[src/rtl/axi4_fifo_master_pkg.sv]
// Shared types and AXI constants for the FIFO-to-AXI4 master bridge.
package axi4_fifo_master_pkg;

   typedef enum logic [2:0] {
      IDLE,
      WR_ADDR,
      WR_DATA,
      WR_RESP,
      RD_ADDR,
      RD_DATA
   } state_t;

   // Layout matches the 65-bit command word: [64] rnw, [63:32] word address, [31:0] word count.
   typedef struct packed {
      logic        rnw;
      logic [31:0] addr;
      logic [31:0] count;
   } mem_cmd_t;

   localparam int         ID_W          = 4;
   localparam logic [2:0] SIZE_4B       = 3'b010;
   localparam logic [1:0] BURST_INCR    = 2'b01;
   localparam logic [3:0] CACHE_DEFAULT = 4'b0011;
   localparam logic [1:0] RESP_OKAY     = 2'b00;

endpackage

[src/rtl/axi4_burst_calc.sv]
// Beats in the next burst: min(remaining, max_burst) and, with
// AXI4_FIFO_MASTER_4K_SPLIT_EN defined, no crossing of a 4 KB byte boundary.
module axi4_burst_calc #(
   parameter int max_burst = 16
) (
   input  logic [31:0] addr,
   input  logic [31:0] remaining,
   output logic [8:0]  beats
);

   logic [31:0] lim;
   logic        unused_addr;

`ifdef AXI4_FIFO_MASTER_4K_SPLIT_EN
   // Word address bits [9:0] locate the word within its 4 KB page.
   logic [31:0] to_page_end;
   assign to_page_end = 32'd1024 - {22'd0, addr[9:0]};
   assign unused_addr = ^addr[31:10];
`else
   assign unused_addr = ^addr;
`endif

   always_comb begin
      lim = (remaining < 32'(max_burst)) ? remaining : 32'(max_burst);
`ifdef AXI4_FIFO_MASTER_4K_SPLIT_EN
      if (to_page_end < lim) lim = to_page_end;
`endif
      beats = lim[8:0];
   end

endmodule

[src/rtl/axi4_fifo_master.sv]
// Bridges mem_cmd/mem_write/mem_read FIFO streams onto one AXI4 master port.
// Optional AXI4_FIFO_MASTER_4K_SPLIT_EN keeps bursts inside 4 KB pages.
module axi4_fifo_master
   import axi4_fifo_master_pkg::*;
#(
   parameter int mem_width = 32,
   parameter int max_burst = 16
) (
   input  logic                   clk,
   input  logic                   reset,
   input  logic                   mig_init_done,
   input  logic [64:0]            ext_mem_cmd_data,
   input  logic                   ext_mem_cmd_valid,
   output logic                   ext_mem_cmd_ready,
   input  logic [mem_width-1:0]   ext_mem_write_data,
   input  logic                   ext_mem_write_valid,
   output logic                   ext_mem_write_ready,
   output logic [mem_width-1:0]   ext_mem_read_data,
   output logic                   ext_mem_read_valid,
   input  logic                   ext_mem_read_ready,
   output logic [ID_W-1:0]        axi_awid,
   output logic [31:0]            axi_awaddr,
   output logic [7:0]             axi_awlen,
   output logic [2:0]             axi_awsize,
   output logic [1:0]             axi_awburst,
   output logic                   axi_awlock,
   output logic [3:0]             axi_awcache,
   output logic [2:0]             axi_awprot,
   output logic [3:0]             axi_awqos,
   output logic                   axi_awvalid,
   input  logic                   axi_awready,
   output logic [mem_width-1:0]   axi_wdata,
   output logic [mem_width/8-1:0] axi_wstrb,
   output logic                   axi_wlast,
   output logic                   axi_wvalid,
   input  logic                   axi_wready,
   input  logic [ID_W-1:0]        axi_bid,
   input  logic [1:0]             axi_bresp,
   input  logic                   axi_bvalid,
   output logic                   axi_bready,
   output logic [ID_W-1:0]        axi_arid,
   output logic [31:0]            axi_araddr,
   output logic [7:0]             axi_arlen,
   output logic [2:0]             axi_arsize,
   output logic [1:0]             axi_arburst,
   output logic                   axi_arlock,
   output logic [3:0]             axi_arcache,
   output logic [2:0]             axi_arprot,
   output logic [3:0]             axi_arqos,
   output logic                   axi_arvalid,
   input  logic                   axi_arready,
   input  logic [ID_W-1:0]        axi_rid,
   input  logic [mem_width-1:0]   axi_rdata,
   input  logic [1:0]             axi_rresp,
   input  logic                   axi_rlast,
   input  logic                   axi_rvalid,
   output logic                   axi_rready,
   output logic                   error
);

   state_t      state, state_nx;
   mem_cmd_t    cmd;
   logic [31:0] addr_q, rem_q;
   logic [8:0]  beat_q, beats, len9;
   logic        last_beat, done, unused_ok;

   assign cmd = ext_mem_cmd_data;

   // addr_q/rem_q only move on a response, so beats and len hold for the whole burst.
   axi4_burst_calc #(.max_burst(max_burst)) u_calc (
      .addr      (addr_q),
      .remaining (rem_q),
      .beats     (beats)
   );

   assign len9      = beats - 9'd1;
   assign last_beat = (beat_q == len9);
   assign done      = (rem_q == {23'd0, beats});
   assign unused_ok = ^{addr_q[31:30], len9[8], axi_bid, axi_rid};

   assign axi_awid    = '0;
   assign axi_awaddr  = {addr_q[29:0], 2'b00};
   assign axi_awlen   = len9[7:0];
   assign axi_awsize  = SIZE_4B;
   assign axi_awburst = BURST_INCR;
   assign axi_awlock  = 1'b0;
   assign axi_awcache = CACHE_DEFAULT;
   assign axi_awprot  = '0;
   assign axi_awqos   = '0;
   assign axi_arid    = '0;
   assign axi_araddr  = {addr_q[29:0], 2'b00};
   assign axi_arlen   = len9[7:0];
   assign axi_arsize  = SIZE_4B;
   assign axi_arburst = BURST_INCR;
   assign axi_arlock  = 1'b0;
   assign axi_arcache = CACHE_DEFAULT;
   assign axi_arprot  = '0;
   assign axi_arqos   = '0;

   assign axi_wdata         = ext_mem_write_data;
   assign axi_wstrb         = '1;
   assign axi_wlast         = (state == WR_DATA) && last_beat;
   assign ext_mem_read_data = axi_rdata;

   always_ff @(posedge clk) begin
      if (reset) state <= IDLE;
      else       state <= state_nx;
   end

   always_comb begin
      state_nx            = state;
      ext_mem_cmd_ready   = 1'b0;
      ext_mem_write_ready = 1'b0;
      ext_mem_read_valid  = 1'b0;
      axi_awvalid         = 1'b0;
      axi_wvalid          = 1'b0;
      axi_bready          = 1'b0;
      axi_arvalid         = 1'b0;
      axi_rready          = 1'b0;
      case (state)
         IDLE: begin
            ext_mem_cmd_ready = mig_init_done && !reset;
            if (mig_init_done && ext_mem_cmd_valid && cmd.count != 32'd0)
               state_nx = cmd.rnw ? RD_ADDR : WR_ADDR;
         end
         WR_ADDR: begin
            axi_awvalid = 1'b1;
            if (axi_awready) state_nx = WR_DATA;
         end
         WR_DATA: begin
            axi_wvalid          = ext_mem_write_valid;
            ext_mem_write_ready = axi_wready;
            if (ext_mem_write_valid && axi_wready && last_beat) state_nx = WR_RESP;
         end
         WR_RESP: begin
            axi_bready = 1'b1;
            if (axi_bvalid) state_nx = done ? IDLE : WR_ADDR;
         end
         RD_ADDR: begin
            axi_arvalid = 1'b1;
            if (axi_arready) state_nx = RD_DATA;
         end
         RD_DATA: begin
            ext_mem_read_valid = axi_rvalid;
            axi_rready         = ext_mem_read_ready;
            if (axi_rvalid && ext_mem_read_ready && axi_rlast) state_nx = done ? IDLE : RD_ADDR;
         end
         default: state_nx = IDLE;
      endcase
   end

   always_ff @(posedge clk) begin
      if (reset) begin
         addr_q <= '0;
         rem_q  <= '0;
         beat_q <= '0;
         error  <= 1'b0;
      end else begin
         case (state)
            IDLE:
               if (ext_mem_cmd_ready && ext_mem_cmd_valid) begin
                  addr_q <= cmd.addr;
                  rem_q  <= cmd.count;
               end
            WR_ADDR: beat_q <= '0;
            WR_DATA:
               if (ext_mem_write_valid && axi_wready) beat_q <= beat_q + 9'd1;
            WR_RESP:
               if (axi_bvalid) begin
                  addr_q <= addr_q + {23'd0, beats};
                  rem_q  <= rem_q - {23'd0, beats};
               end
            RD_DATA:
               if (axi_rvalid && ext_mem_read_ready && axi_rlast) begin
                  addr_q <= addr_q + {23'd0, beats};
                  rem_q  <= rem_q - {23'd0, beats};
               end
            default: ;
         endcase
         if ((axi_bvalid && axi_bready && axi_bresp != RESP_OKAY) ||
             (axi_rvalid && axi_rready && axi_rresp != RESP_OKAY))
            error <= 1'b1;
      end
   end

endmodule

[config.mk]
export PLATFORM = sky130hd
export DESIGN_NAME = axi4_fifo_master
export DESIGN_NICKNAME = d
export VERILOG_FILES = /design/src/rtl/axi4_fifo_master_pkg.sv /design/src/rtl/axi4_burst_calc.sv /design/src/rtl/axi4_fifo_master.sv
export SDC_FILE = /design/constraint.sdc
export NUM_CORES = 1
export LEC_CHECK = 0
export CORE_AREA = 2 2 136 138
export CTS_BUF_LIST = sky130_fd_sc_hd__clkbuf_4 sky130_fd_sc_hd__clkbuf_8
export DETAILED_ROUTE_END_ITERATION = 8
export DIE_AREA = 0 0 138 140
export GPL_ROUTABILITY_DRIVEN = 0
export HOLD_SLACK_MARGIN = 0.03
export PLACE_DENSITY = 0.74
export SETUP_SLACK_MARGIN = 0.4
export SLEW_MARGIN = 20
export SYNTH_ARGS = -nofsm -noshare
export SYNTH_HDL_FRONTEND = slang
export SYNTH_SLANG_ARGS = --single-unit
export TNS_END_PERCENT = 10
[constraint.sdc]
create_clock -name clk -period 6.83 [get_ports clk]
set_clock_uncertainty 0.05 [all_clocks]
set_input_delay 0.683 -clock clk [delete_from_list [all_inputs] [get_ports clk]]
set_output_delay 0.683 -clock clk [all_outputs]
set_load 0.01 [all_outputs]
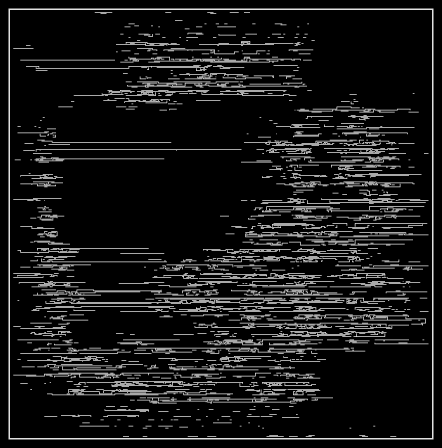
(M1 wires)
The wires run mostly horizontal. 857 nets have wire on it. The longest straight run is 67.2 um.

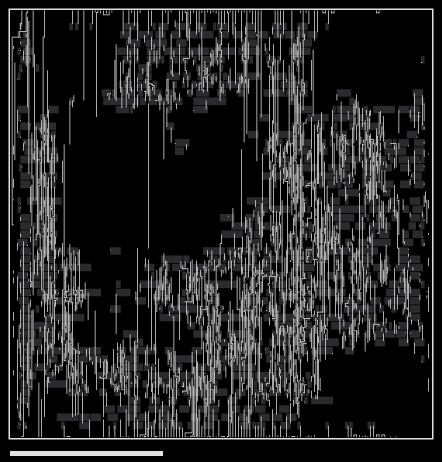
(met2 routing)
The bar under the picture is 50 um long.
The layer carries 8860 um of wire. The layer holds 48% of the routed length.

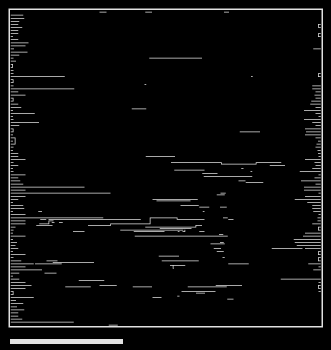
(signal wires on met3)
The bar under the picture is 50 um long.
The layer holds 8.1% of the routed length. The longest straight run is 43.9 um. The layer carries 1490 um of wire.

==> impl_metrics.yaml <==
# generated from flow reports
synthesis:
  netlist_instances: 869
  ys_cells: 869
  synth-edff-count: 0
  async_flop_share: 0
clock_tree:
  clk_latency_ns: 0.37
  cts_root_buf: "clkbuf_8"
  clock-sinks: 75
worst_setup_path:
  crit_path_start_kind: "flop"
  critPathMaxStageDelay_ns: 0.59
  crit_start: "rem_q[21]$_SDFFE_PP0P_"
route:
  vias: 6144
  dr.pass1.iters: 5
  wirelength_mm: 18.5
status:
  status: "finished, final reports clean"
final_timing:
  final.setup.tns_ns: 0
  drv_slew: 0
die:
  rows: 49
finish:
  layout.cells.most_common: "clkdlybuf4s50_1"
  drive_above_1_share: 0.0407
min_path:
  holdPathEnd: "error$_SDFFE_PP0P_"
  min_path_cells: 2
global_routing:
  gr-total-overflow: 0
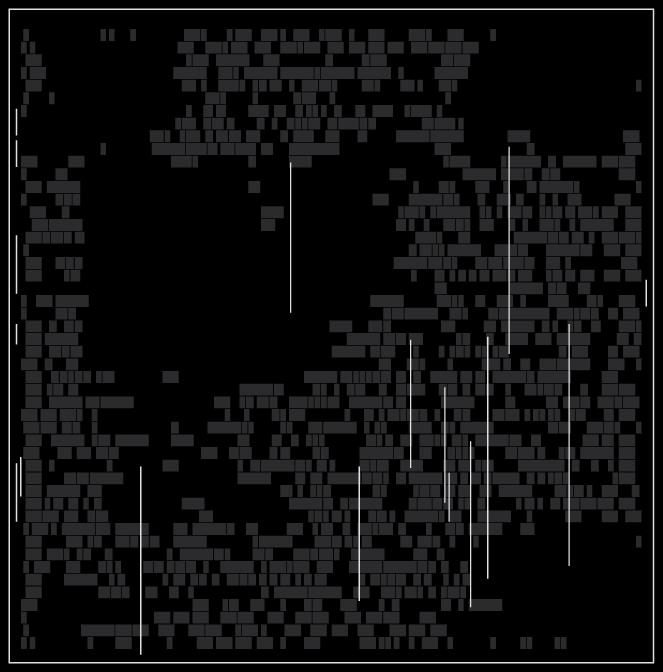
(signal wires on met4)
15 nets have wire on it. The layer holds 2.2% of the routed length.

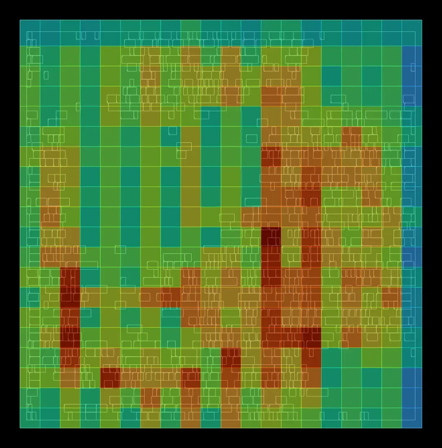
(routing congestion map)
Top Usage Layer GRT: met2
Core Util, Final: 0.412
GR Util met3: 0.0489
wire per inst: 16.2 um

[synth_stat cells (11+ instances only)]
library cell  number  area share
buf_4            152        0.18
a311oi_1          15       0.021
inv_1             17       0.010
a21oi_1           48       0.039
o31ai_1           11       0.013
nor2_1           108       0.065
ha_1              12       0.024
nor3_1            35       0.028
nor4_1            31       0.031
clkbuf_1          45       0.027
nand3_1           15       0.012
dfxtp_1           75        0.24
a211oi_1          19       0.023
o21ai_0           39       0.031
a22oi_1           12       0.015
nand2_1           74       0.045
o22ai_1           11       0.011
[layer usage]
metal  up-vias  GRT usage  wire length [um]
met5         -          0                 0
met4         0     0.0682               398
met3        39     0.0489              1490
met2       262      0.311              8860
met1      2872      0.217              7730
li1       2971          -                 -
[area by class of cell]
type	instances	area, sq um
fill	1891	10500
sequential	75	1500
clock inverter	4	73.8
timing repair buffer	171	1690
multi-input combinational	629	3550
inverter	18	67.6
clock buffer	12	153
tap	229	287
[where the power goes]
part / switching (uW) / internal [uW] / leakage (uW)
sequential: 174 / 555 / 0.000611
combinational: 1010 / 786 / 0.00195
clock: 188 / 225 / 0.000117
total: 1370 / 1570 / 0.00268
[worst max-delay path, delay by kind of cell, from the launching register on]
family          cells  cell delay (ns)
flops               1             0.38
simple gates        8             2.92
buf+inv             2             0.68
fa+ha+maj           1             0.30
compound gates      2             0.22
[worst max-delay path by stage]
stage | to | slack, ns | cells after the start
after floorplan | axi_wlast | 2.23 | 13
after global placement | axi_wlast | 1.67 | 13
after detailed placement | axi_wlast | 1.65 | 13
after CTS | axi_wlast | 1.22 | 13
after global routing | axi_wlast | 0.86 | 13
final | axi_wlast | 1.22 | 13
[state kept, by name, indices dropped and copies added, names as in the netlist]
register,count
beat_q,9
state,3
addr_q,30
rem_q,32
error,1
[metrics by stage]
stage	hold slack, ns	power [uW]	cells
finish	0.464	2940	1138
global route	0.500	3170	1138
detailed placement	0.448	2510	1122
global placement	0.438	2490	1122
CTS	0.468	2940	1138
floorplan	0.423	1990	922
[cells by family (layout without fill, tap and decap cells)]
group | count (synthesis) | count (layout) | share of synthesized area
and+or+nand+nor | 342 | 342 | 0.270
AOI/OAI and AO/OA | 204 | 204 | 0.215
xor gates and xnor gates | 15 | 15 | 0.0212
DFF | 75 | 75 | 0.242
buffers and inverters | 218 | 205 | 0.224
adders and majority gates | 13 | 13 | 0.0274
other | 2 | 55 | 0.00121
No activity file was given, so power comes from the tool's default toggle rates.
